ff_map.png
Drawn at 4 px/um.
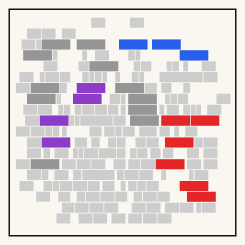
congestion_map.png
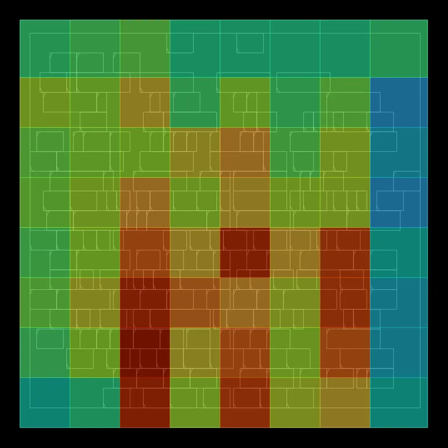
===== src/rtl/waveform_pixel_renderer.sv =====
// waveform_pixel_renderer
//
// Purpose:
//   Draws a multi-channel logic-analyzer waveform into the VGA pixel stream.
//   Each channel owns a horizontal lane of 2**LANE_H_LOG2 rows. Within a lane:
//     - a logic-1 sample is drawn on row HIGH_OFF;
//     - a logic-0 sample is drawn on row LOW_OFF;
//     - a vertical edge is drawn between those rows where the sample changes
//       from the previous column.
//   Optional overlays are a cursor column and a lane-separator grid.
//   The renderer is a two-stage pipeline, and the sync and video-active flags
//   are delayed by the same amount so that they stay aligned with rgb.
//
// Ports:
//   clk, reset    system clock; synchronous active-high reset
//   pixel_en      pixel strobe; every register advances only when it is high
//   hcount        raster column
//   vcount        raster row
//   video_on      active-area flag
//   hsync_in      sync from the timing generator
//   vsync_in      sync from the timing generator
//   sample        one stored sample bit per channel for column hcount
//   edge_en       enables drawing of vertical transition edges
//   grid_en       enables drawing of lane separators
//   cursor_en     enables drawing of the cursor column
//   cursor_x      cursor column
//   rgb           pixel colour
//   hsync_out     hsync_in delayed to match rgb
//   vsync_out     vsync_in delayed to match rgb
//   video_on_out  video_on delayed to match rgb
module waveform_pixel_renderer #(
  parameter int          NUM_CH      = 4,
  parameter int          H_W         = 10,
  parameter int          V_W         = 10,
  parameter int          TOP         = 48,
  parameter int          LANE_H_LOG2 = 6,
  parameter int          HIGH_OFF    = 16,
  parameter int          LOW_OFF     = 48,
  parameter logic [2:0]  TRACE_RGB   = 3'b010,
  parameter logic [2:0]  CURSOR_RGB  = 3'b100,
  parameter logic [2:0]  GRID_RGB    = 3'b001
) (
  input  logic              clk,
  input  logic              reset,
  input  logic              pixel_en,
  input  logic [H_W-1:0]    hcount,
  input  logic [V_W-1:0]    vcount,
  input  logic              video_on,
  input  logic              hsync_in,
  input  logic              vsync_in,
  input  logic [NUM_CH-1:0] sample,
  input  logic              edge_en,
  input  logic              grid_en,
  input  logic              cursor_en,
  input  logic [H_W-1:0]    cursor_x,
  output logic [2:0]        rgb,
  output logic              hsync_out,
  output logic              vsync_out,
  output logic              video_on_out
);

  // Stage-1 combinational decode
  logic [V_W-1:0]         rel;
  logic [V_W-1:0]         lane;
  logic [LANE_H_LOG2-1:0] off;
  logic                   in_lanes;
  logic                   cur_bit;
  logic                   prev_bit;
  logic                   first_eff;
  logic                   edge_hit;
  logic                   cursor_hit;

  // Column-to-column history used for edge detection
  logic [NUM_CH-1:0]      prev_sample;
  logic                   first_col;

  // Stage-1 registers
  logic [LANE_H_LOG2-1:0] s1_off;
  logic                   s1_in_lanes;
  logic                   s1_bit;
  logic                   s1_edge;
  logic                   s1_cursor;
  logic                   s1_video_on;
  logic                   s1_hsync;
  logic                   s1_vsync;

  // Stage-2 colour decision
  logic [2:0]             rgb_next;

  // Lane decode. Rows above TOP wrap rel to a large value, which lands
  // outside every lane, so no channel matches and the row stays blank.
  // Column 0 is treated as a first column even without preceding blanking,
  // so a line wrap can never draw an edge at the left border.
  always_comb begin
    rel       = vcount - V_W'(TOP);
    lane      = rel >> LANE_H_LOG2;
    off       = rel[LANE_H_LOG2-1:0];
    in_lanes  = (vcount >= V_W'(TOP)) && (lane < V_W'(NUM_CH));
    cur_bit   = 1'b0;
    prev_bit  = 1'b0;
    for (int i = 0; i < NUM_CH; i++) begin
      if (lane == V_W'(i)) begin
        cur_bit  = sample[i];
        prev_bit = prev_sample[i];
      end
    end
    first_eff  = first_col || (hcount == '0);
    edge_hit   = edge_en && !first_eff && (cur_bit != prev_bit) &&
                 (off >= LANE_H_LOG2'(HIGH_OFF)) && (off <= LANE_H_LOG2'(LOW_OFF));
    cursor_hit = cursor_en && (hcount == cursor_x);
  end

  // Sample history. Blanking marks the next active column as the first one,
  // so the last column of a line never forms an edge with the next line.
  always_ff @(posedge clk) begin
    if (reset) begin
      prev_sample <= '0;
      first_col   <= 1'b1;
    end else if (pixel_en) begin
      if (video_on) begin
        prev_sample <= sample;
        first_col   <= 1'b0;
      end else begin
        first_col   <= 1'b1;
      end
    end
  end

  // Stage-1 pipeline register
  always_ff @(posedge clk) begin
    if (reset) begin
      s1_off      <= '0;
      s1_in_lanes <= 1'b0;
      s1_bit      <= 1'b0;
      s1_edge     <= 1'b0;
      s1_cursor   <= 1'b0;
      s1_video_on <= 1'b0;
      s1_hsync    <= 1'b0;
      s1_vsync    <= 1'b0;
    end else if (pixel_en) begin
      s1_off      <= off;
      s1_in_lanes <= in_lanes;
      s1_bit      <= cur_bit;
      s1_edge     <= edge_hit;
      s1_cursor   <= cursor_hit;
      s1_video_on <= video_on;
      s1_hsync    <= hsync_in;
      s1_vsync    <= vsync_in;
    end
  end

  // Colour priority: blanking, then cursor, then trace/edge, then grid.
  always_comb begin
    rgb_next = 3'b000;
    if (!s1_video_on) begin
      rgb_next = 3'b000;
    end else if (s1_cursor) begin
      rgb_next = CURSOR_RGB;
    end else if (s1_in_lanes &&
                 ((s1_bit && (s1_off == LANE_H_LOG2'(HIGH_OFF))) ||
                  (!s1_bit && (s1_off == LANE_H_LOG2'(LOW_OFF))) ||
                  s1_edge)) begin
      rgb_next = TRACE_RGB;
    end else if (s1_in_lanes && grid_en && (s1_off == '0)) begin
      rgb_next = GRID_RGB;
    end
  end

  // Stage-2 output register
  always_ff @(posedge clk) begin
    if (reset) begin
      rgb          <= 3'b000;
      hsync_out    <= 1'b0;
      vsync_out    <= 1'b0;
      video_on_out <= 1'b0;
    end else if (pixel_en) begin
      rgb          <= rgb_next;
      hsync_out    <= s1_hsync;
      vsync_out    <= s1_vsync;
      video_on_out <= s1_video_on;
    end
  end

endmodule


===== config.mk =====
export PLATFORM = sky130hd
export DESIGN_NAME = waveform_pixel_renderer
export DESIGN_NICKNAME = d
export VERILOG_FILES = /design/src/rtl/waveform_pixel_renderer.sv
export SDC_FILE = /design/constraint.sdc
export NUM_CORES = 1
export LEC_CHECK = 0
export CORE_UTILIZATION = 40
export DETAILED_ROUTE_END_ITERATION = 7
export PLACE_DENSITY = 0.82
export REMOVE_ABC_BUFFERS = 1
export SLEW_MARGIN = 20
export SYNTH_ARGS = -nofsm -noshare
export SYNTH_HDL_FRONTEND = slang
export SYNTH_SLANG_ARGS = --single-unit

===== constraint.sdc =====
create_clock -name clk -period 2.2 [get_ports clk]
set_input_delay 0.33 -clock clk [delete_from_list [all_inputs] [get_ports clk]]
set_output_delay 0.33 -clock clk [all_outputs]
set_load 0.02 [all_outputs]

==> summary.txt <==
run metrics: Cell Chain, Critical Path=clkdlybuf4s50_1 -> a21oi_2 -> xnor2_1 -> mux4_2 -> xnor2_1 -> o32ai_1, Synth Cell Area=1176 um^2, Reg clk slew, reported paths=0.13 ns, Final Cell Area=1769 um^2, CP Capture Type=flop, PwrDens=556.1 nW/um^2, Starting DRT DRC Count=48, R2R Setup Slk=around 1.0 ns, clk ins delay skew pair=roughly 0.31 ns, max reg flops=6, Mapped Cells=130, crit path kind=input pin to flop, cell row count=19, Placed Cells=209, Yosys cell types=30, number of enable flip-flop cells=0, RSZ-0062 raised after global routing=no, Crit Path Max Fanout=3, Starting Density=0.4229, GRT Overall Usage=0.2103, Layout fillers=around 230, Flop pwr share=0.471, hold path cells=2, synth warn=0, Hold Fails Final Rpt=0, Max Slew Vio Count=0, first-pass GRT wire length=5209 um, num sequential=24, Final Power=0.0009839 W, drt first pass iters=4, core box area=2781 um^2, worst path arrival time=about 2.2 ns, final worst path period need=1.967 ns, # Cells Yosys=between 100 and 150, Synth Flop Type=dfxtp_1, Post-CTS Setup Inserts=0, stages on the worst setup path=6, Ports=49, status=complete, no violations, Worst path slowest cell=mux4_2, Layout clock area frac=0.02970, Yosys Chip Area=1176 um^2
Back to the opening pictures, ff_map.png:
| netlist name | colour | sequential cells |
|---|---|---|
| `rgb` | blue | 3 |
| `s1_off` | red | 6 |
| `prev_sample` | purple | 4 |
not coloured: 11
register area: 480.5 um^2
fraction of area in registers: 0.2716
Seq power: 0.000464 W
final core occ: 0.6361

Back to the opening pictures, congestion_map.png:
met1 Resource Use GR: 0.2369
wire length per cell: 14.61 um
Most Crowded Layer GR: met2
met3 usage: 0.04651

-- cells by family (layout without fill, tap and decap cells) --
kind of cell	count (synthesis)	after routing	synth area share
xor+xnor	14	14	0.1042
simple gates	50	50	0.2160
fa+ha+maj	2	2	0.02127
flops	24	24	0.4085
compound gates	20	20	0.1053
buf+inv	9	61	0.02978
mux	11	11	0.1149
-- metal layers --
| metal | global-route usage | wire length, um | part of all wire | vias up |
|---|---|---|---|---|
| met3 | 0.04651 | 194 | 0.062 | 16 |
| met4 | 0.07666 | 80 | 0.026 | 0 |
| met5 | 0 | 0 | 0 | - |
| met1 | 0.2369 | 1275 | 0.41 | 521 |
| met2 | 0.3844 | 1561 | 0.50 | 49 |
| li1 | - | - | - | 575 |
Power and IR drop assume default switching activity.
